--- src/rtl/wb_burst_master_if.sv ---
// Wishbone bus bundle between wb_burst_master and the SDRAM controller port.
// Names follow the slave's view: *_i flows into the slave, *_o out of it.
interface wb_burst_master_if #(
    parameter int dw = 32
) ();
    logic            wb_cyc_i;
    logic            wb_stb_i;
    logic            wb_we_i;
    logic [25:0]     wb_addr_i;
    logic [dw-1:0]   wb_dat_i;
    logic [dw/8-1:0] wb_sel_i;
    logic [2:0]      wb_cti_i;
    logic [dw-1:0]   wb_dat_o;
    logic            wb_ack_o;

    modport master (
        output wb_cyc_i, wb_stb_i, wb_we_i, wb_addr_i,
        output wb_dat_i, wb_sel_i, wb_cti_i,
        input  wb_dat_o, wb_ack_o
    );

    modport slave (
        input  wb_cyc_i, wb_stb_i, wb_we_i, wb_addr_i,
        input  wb_dat_i, wb_sel_i, wb_cti_i,
        output wb_dat_o, wb_ack_o
    );
endinterface

--- src/rtl/wb_burst_master.sv ---
// Command/data stream to Wishbone classic + incrementing-burst initiator.
// Write data passes through a one-word holding register (wb_dat_i itself).
module wb_burst_master #(
    parameter int dw   = 32,
    parameter int BL_W = 3,
    parameter int TMO  = 255
) (
    input  logic            sys_clk,
    input  logic            RESET,
    input  logic            cmd_valid,
    output logic            cmd_ready,
    input  logic [25:0]     cmd_addr,
    input  logic            cmd_we,
    input  logic [BL_W-1:0] cmd_len,
    input  logic [dw/8-1:0] cmd_sel,
    input  logic [dw-1:0]   wr_data,
    input  logic            wr_valid,
    output logic            wr_ready,
    output logic [dw-1:0]   rd_data,
    output logic            rd_valid,
    output logic            done,
    output logic            err_tmo,
    wb_burst_master_if.master wb
);
    localparam int TW = $clog2(TMO + 1);

    typedef enum logic [1:0] {IDLE, BUS, DONE} state_t;

    state_t          state;
    logic [BL_W-1:0] len;
    logic [BL_W-1:0] cnt;
    logic [BL_W:0]   ld;
    logic [TW-1:0]   tmo_cnt;
    logic            full;

    logic            ack_hit;
    logic            last;
    logic            fire;
    logic            full_n;
    logic            tmo_hit;
    logic            end_bus;
    logic [BL_W-1:0] cnt_nxt;

    // wr_ready may rise in the ack cycle so a held wr_valid streams 1 beat/cycle
    always_comb begin
        ack_hit  = wb.wb_stb_i & wb.wb_ack_o;
        last     = (cnt == len);
        cnt_nxt  = cnt + 1'b1;
        wr_ready = (state == BUS) & wb.wb_we_i
                 & ({1'b0, len} >= ld) & (~full | ack_hit);
        fire     = wr_valid & wr_ready;
        full_n   = fire | (full & ~ack_hit);
        tmo_hit  = wb.wb_stb_i & ~wb.wb_ack_o
                 & (tmo_cnt == TW'(TMO - 1));
        end_bus  = tmo_hit | (ack_hit & last);
    end

    always_ff @(posedge sys_clk) begin
        if (RESET) begin
            state        <= IDLE;
            cmd_ready    <= 1'b0;
            rd_valid     <= 1'b0;
            rd_data      <= '0;
            done         <= 1'b0;
            err_tmo      <= 1'b0;
            len          <= '0;
            cnt          <= '0;
            ld           <= '0;
            tmo_cnt      <= '0;
            full         <= 1'b0;
            wb.wb_cyc_i  <= 1'b0;
            wb.wb_stb_i  <= 1'b0;
            wb.wb_we_i   <= 1'b0;
            wb.wb_addr_i <= '0;
            wb.wb_dat_i  <= '0;
            wb.wb_sel_i  <= '0;
            wb.wb_cti_i  <= '0;
        end else begin
            rd_valid <= 1'b0;
            done     <= 1'b0;
            err_tmo  <= 1'b0;
            unique case (state)
                IDLE: begin
                    if (cmd_valid && cmd_ready) begin
                        state        <= BUS;
                        cmd_ready    <= 1'b0;
                        len          <= cmd_len;
                        cnt          <= '0;
                        ld           <= '0;
                        tmo_cnt      <= '0;
                        full         <= 1'b0;
                        wb.wb_addr_i <= cmd_addr;
                        wb.wb_we_i   <= cmd_we;
                        wb.wb_sel_i  <= cmd_sel;
                        wb.wb_cti_i  <= (cmd_len == '0) ? 3'b000 : 3'b010;
                    end else begin
                        cmd_ready <= 1'b1;
                    end
                end
                BUS: begin
                    if (fire) begin
                        wb.wb_dat_i <= wr_data;
                        ld          <= ld + 1'b1;
                    end
                    full <= full_n;
                    if (wb.wb_stb_i && !wb.wb_ack_o) begin
                        tmo_cnt <= tmo_cnt + 1'b1;
                    end
                    if (ack_hit) begin
                        tmo_cnt      <= '0;
                        cnt          <= cnt_nxt;
                        wb.wb_addr_i <= wb.wb_addr_i + 1'b1;
                        wb.wb_cti_i  <= (cnt_nxt == len) ? 3'b111 : 3'b010;
                        if (!wb.wb_we_i) begin
                            rd_data  <= wb.wb_dat_o;
                            rd_valid <= 1'b1;
                        end
                    end
                    wb.wb_cyc_i <= 1'b1;
                    wb.wb_stb_i <= wb.wb_we_i ? full_n : 1'b1;
                    if (tmo_hit) begin
                        state     <= IDLE;
                        cmd_ready <= 1'b1;
                        err_tmo   <= 1'b1;
                    end else if (ack_hit && last) begin
                        state <= DONE;
                        done  <= 1'b1;
                    end
                    // leaving the bus: drop everything, discard held word
                    if (end_bus) begin
                        full         <= 1'b0;
                        wb.wb_cyc_i  <= 1'b0;
                        wb.wb_stb_i  <= 1'b0;
                        wb.wb_we_i   <= 1'b0;
                        wb.wb_addr_i <= '0;
                        wb.wb_dat_i  <= '0;
                        wb.wb_sel_i  <= '0;
                        wb.wb_cti_i  <= '0;
                    end
                end
                DONE: begin
                    state     <= IDLE;
                    cmd_ready <= 1'b1;
                end
                default: state <= IDLE;
            endcase
        end
    end
endmodule

--- src/flat_wrapper.sv ---
// flat-port wrapper written by rule: the top's interface ports become plain ports
module wb_burst_master_flat 
#(
    parameter int dw   = 32,
    parameter int BL_W = 3,
    parameter int TMO  = 255
)
  (sys_clk, RESET, cmd_valid, cmd_ready, cmd_addr, cmd_we, cmd_len, cmd_sel, wr_data, wr_valid, wr_ready, rd_data, rd_valid, done, err_tmo, wb_wb_cyc_i, wb_wb_stb_i, wb_wb_we_i, wb_wb_addr_i, wb_wb_dat_i, wb_wb_sel_i, wb_wb_cti_i, wb_wb_dat_o, wb_wb_ack_o);
  wb_burst_master_if #(.dw(dw)) wb_i ();
  input  logic sys_clk;
  input  logic RESET;
  input  logic cmd_valid;
  output logic cmd_ready;
  input  logic [25:0] cmd_addr;
  input  logic cmd_we;
  input  logic [BL_W-1:0] cmd_len;
  input  logic [dw/8-1:0] cmd_sel;
  input  logic [dw-1:0] wr_data;
  input  logic wr_valid;
  output logic wr_ready;
  output logic [dw-1:0] rd_data;
  output logic rd_valid;
  output logic done;
  output logic err_tmo;
  output wire logic [$bits(wb_i.wb_cyc_i)-1:0] wb_wb_cyc_i;
  output wire logic [$bits(wb_i.wb_stb_i)-1:0] wb_wb_stb_i;
  output wire logic [$bits(wb_i.wb_we_i)-1:0] wb_wb_we_i;
  output wire logic [$bits(wb_i.wb_addr_i)-1:0] wb_wb_addr_i;
  output wire logic [$bits(wb_i.wb_dat_i)-1:0] wb_wb_dat_i;
  output wire logic [$bits(wb_i.wb_sel_i)-1:0] wb_wb_sel_i;
  output wire logic [$bits(wb_i.wb_cti_i)-1:0] wb_wb_cti_i;
  input wire logic [$bits(wb_i.wb_dat_o)-1:0] wb_wb_dat_o;
  input wire logic [$bits(wb_i.wb_ack_o)-1:0] wb_wb_ack_o;
  assign wb_wb_cyc_i = wb_i.wb_cyc_i;
  assign wb_wb_stb_i = wb_i.wb_stb_i;
  assign wb_wb_we_i = wb_i.wb_we_i;
  assign wb_wb_addr_i = wb_i.wb_addr_i;
  assign wb_wb_dat_i = wb_i.wb_dat_i;
  assign wb_wb_sel_i = wb_i.wb_sel_i;
  assign wb_wb_cti_i = wb_i.wb_cti_i;
  assign wb_i.wb_dat_o = wb_wb_dat_o;
  assign wb_i.wb_ack_o = wb_wb_ack_o;
  wb_burst_master #(.dw(dw), .BL_W(BL_W), .TMO(TMO)) u_core (.sys_clk(sys_clk), .RESET(RESET), .cmd_valid(cmd_valid), .cmd_ready(cmd_ready), .cmd_addr(cmd_addr), .cmd_we(cmd_we), .cmd_len(cmd_len), .cmd_sel(cmd_sel), .wr_data(wr_data), .wr_valid(wr_valid), .wr_ready(wr_ready), .rd_data(rd_data), .rd_valid(rd_valid), .done(done), .err_tmo(err_tmo), .wb(wb_i));
endmodule
--- config.mk ---
export PLATFORM = sky130hd
export DESIGN_NAME = wb_burst_master_flat
export DESIGN_NICKNAME = d
export VERILOG_FILES = /design/src/rtl/wb_burst_master_if.sv /design/src/rtl/wb_burst_master.sv /design/src/flat_wrapper.sv
export SDC_FILE = /design/constraint.sdc
export NUM_CORES = 1
export LEC_CHECK = 0
export ABC_AREA = 0
export CORE_ASPECT_RATIO = 0.9
export CORE_UTILIZATION = 44
export DETAILED_ROUTE_END_ITERATION = 10
export PLACE_DENSITY = 0.8
export SLEW_MARGIN = 20
export SYNTH_ARGS = -nofsm -noshare
export SYNTH_HDL_FRONTEND = slang
export SYNTH_SLANG_ARGS = --single-unit
--- constraint.sdc ---
create_clock -name sys_clk -period 2.22 [get_ports sys_clk]
set_input_delay 0.555 -clock sys_clk [delete_from_list [all_inputs] [get_ports sys_clk]]
set_output_delay 0.555 -clock sys_clk [all_outputs]
set_load 0.1 [all_outputs]
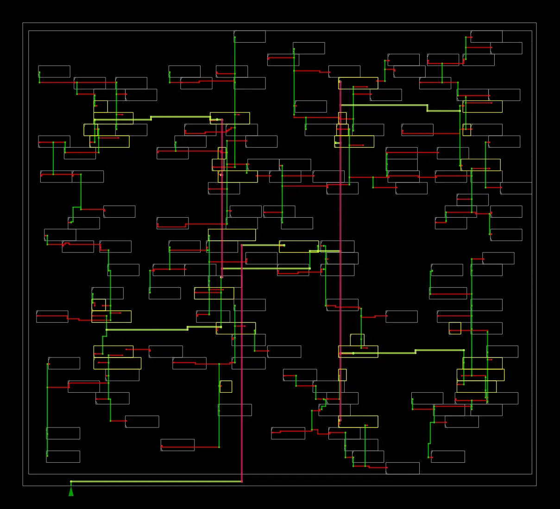
Figure 1: clock nets.
Flop Count: 124
number of clock buffers in the layout: 17

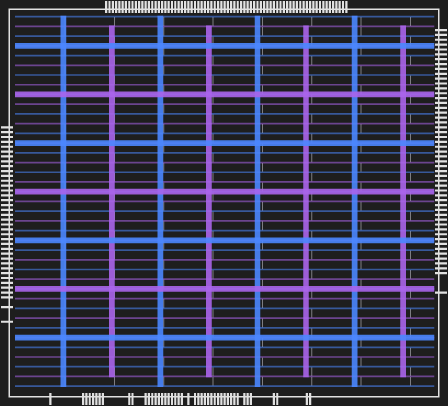
Figure 2: power grid.
Pins as bars on the die edge. Tap cells in grey.
[blue] VSS
[purple] VDD
met4 straps: 8
rows: 38
tap cells: 160
met5 straps: 7
signal pins: 208

==> ci_impl_report.md <==
### Yosys + OpenROAD results

| Metric | Value |
|---|---|
| Global-route wire length before repair | `between 20000 and 30000 um` |
| Std-Cell Rows | `38` |
| Vertical die size | `approximately 110 um` |
| Pwr dens | `856 nW/um^2` |
| Required time at the worst-slack endpoint | `approximately 1.7 ns` |
| Residual overflow from global routing | `0` |
| Ys cells | `just over 600` |
| Total inserted antenna cells | `0` |
| Critical path's top delay family | `AND-OR/OR-AND gates` |
| Power share of the combinational group | `0.271` |
| Num CTS Buffers | `17` |
| H-tree depth | `4` |
| Violations in the final reports | `negative setup slack` |
| Filler cell count | `928` |
| Ordered list of cells on the worst path | `inv_2, ha_4, nand2b_4, a21o_1, a21oi_4, nor2_4, buf_12` |
| Min-delay src | `u_core.rd_data[0]$_SDFFE_PP0P_` |
| Utilization of the core after routing | `0.698` |
| CP arrival | `roughly 1.7 ns` |
| Layout cell share with drive strength beyond 1 | `0.288` |
| Sum of internal, switching and leakage power | `roughly 7.2 mW` |
| Critical Path Stages | `7` |
| Clock sinks | `124` |
| Antenna Nets Post-Route | `0` |
| Crit path from | `u_core.len[0]$_SDFFE_PP0P_` |
| Area of the core region | `12100 um^2` |
| Fin worst setup slack | `-0.0345 ns` |
| OpenROAD warning count | `32` |
| Result of the run | `finished, violations left` |
| Max capacitance violation total | `0` |
| Total global-route track usage | `0.266` |
| Actual transition at the worst max-transition pin | `0.540 ns` |
| Switching part of the total | `0.337` |
| Register share of total power | `0.344` |
| Worst hold-check path type | `reg2reg` |
| Remaining design rule violation count | `0` |
| Net total in the final layout | `977` |
| Post-CTS Repair Setup Buffers | `6` |
| Clock input transition at the sequential cells of the worst setup and hold paths | `0.06 ns` |
| Number of instances in the synthesized netlist | `roughly 620` |
| Resize count post-CTS | `16` |
| FP Util | `0.453` |
| Vias in the first global route | `~5600` |
| Pre-Repair DR Iteration Count | `5` |
| Finish-stage setup viols | `1` |
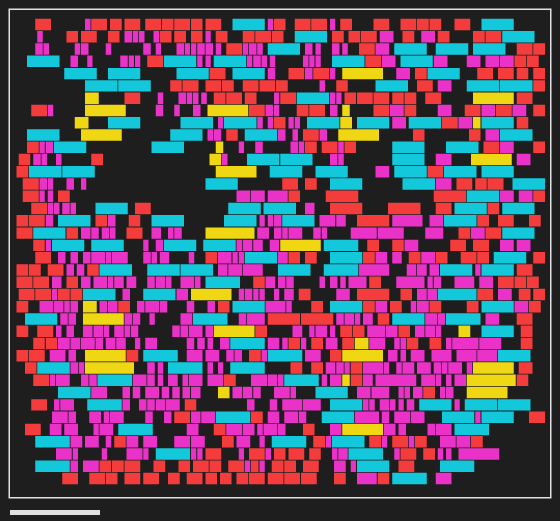
Figure 3: cell classes on the final placement.
The bar under the picture is 20 um long.
[yellow] clock drivers and dummy loads | cells: 32 | share of their area: 7.3%
[magenta] combinational and other logic | cells: 458 | share of their area: 34%
[red] remaining buffers and delay cells | cells: 262 | share of their area: 28%
[cyan] sequential cells | cells: 124 | share of their area: 30%

[per-stage QoR]
stage	cells	TNS, ns	worst slack, ns	instance area, um^2	hold slack (ns)
after detailed placement	996	-11.88	-0.332	7750	0.449
final	1036	-0.0345	-0.0345	8470	0.452
after floorplan	621	-0.0334	-0.0334	5520	0.458
after CTS	1034	-0.0578	-0.0578	8450	0.457
after global routing	1036	-0.0766	-0.0766	8470	0.474
after global placement	996	-7.64	-0.202	7750	0.443
[flip-flops by register name, summed over array words and instances, names as in the netlist]
signal / cells
u_core.done: 1
u_core.err_tmo: 1
u_core.cnt: 3
u_core.rd_valid: 1
u_core.wb.wb_dat_i: 32
u_core.wb.wb_we_i: 1
u_core.ld: 4
u_core.len: 3
u_core.cmd_ready: 1
u_core.tmo_cnt: 8
u_core.wb.wb_cti_i: 2
u_core.wb.wb_sel_i: 4
u_core.rd_data: 32
u_core.full: 1
u_core.wb.wb_cyc_i: 1
u_core.wb.wb_addr_i: 26
u_core.wb.wb_stb_i: 1
u_core.state: 2
[power groups by stage]
| stage | logic [mW] | registers [mW] | clock network [mW] |
|---|---|---|---|
| 4_1_cts | 1.94 | 2.49 | 2.83 |
| 2_1_floorplan | 0.597 | 3.15 | 0 |
| 5_1_grt | 2.05 | 2.51 | 2.94 |
| 3_5_place_dp | 1.89 | 2.53 | 0 |
| 3_3_place_gp | 1.86 | 2.52 | 0 |
| 6_report | 1.96 | 2.49 | 2.79 |
[area by class of cell]
cell class / instances / area share
Multi-Input combinational cell: 432 / 0.323
Sequential cell: 124 / 0.297
Clock inverter: 15 / 0.0207
Tap cell: 160 / 0.0236
Clock buffer: 17 / 0.0502
Inverter: 26 / 0.0115
Timing Repair Buffer: 262 / 0.274
[kinds of logic after synthesis]
family,count (synthesis),synth area share
fa+ha+maj,11,0.0251
compound gates,183,0.238
mux,4,0.00730
buf+inv,65,0.0604
simple gates,224,0.200
xor+xnor,10,0.0160
flops,124,0.452
[Yosys cell counts (9+ instances only)]
| library cell | number | area, um^2 |
|---|---|---|
| dfxtp_1 | 124 | 2480 |
| nand2_1 | 97 | 364 |
| a21oi_1 | 61 | 305 |
| nor2_1 | 39 | 146 |
| a22o_1 | 31 | 272 |
| inv_1 | 25 | 93.8 |
| clkbuf_1 | 24 | 90.1 |
| o21ai_0 | 20 | 100 |
| nor3_1 | 15 | 75.1 |
| nand4_1 | 14 | 87.6 |
| o32ai_1 | 14 | 123 |
| a32o_1 | 11 | 110 |
| ha_1 | 11 | 138 |
| nand3_1 | 11 | 55.1 |
| and3_1 | 10 | 62.6 |
| a21o_1 | 9 | 67.6 |
[per-layer routing]
metal / track usage / share of wire / vias up
met5: 0 / 0 / -
met4: 0.126 / 0.024 / 0
met3: 0.0612 / 0.069 / 38
met2: 0.454 / 0.49 / 259
met1: 0.317 / 0.41 / 2760
li1: - / - / 2732
[final timing paths]
check,endpoint,slack (ns)
worst max-delay path,wr_ready,-0.03
worst min-delay path,u_core.rd_data[0]$_SDFFE_PP0P_,0.45
worst max register to register,u_core.tmo_cnt[7]$_SDFFE_PP0P_,0.15
worst min register to register,u_core.rd_data[0]$_SDFFE_PP0P_,0.45
Power figures rest on the tool's default switching activity, not on a simulated workload.
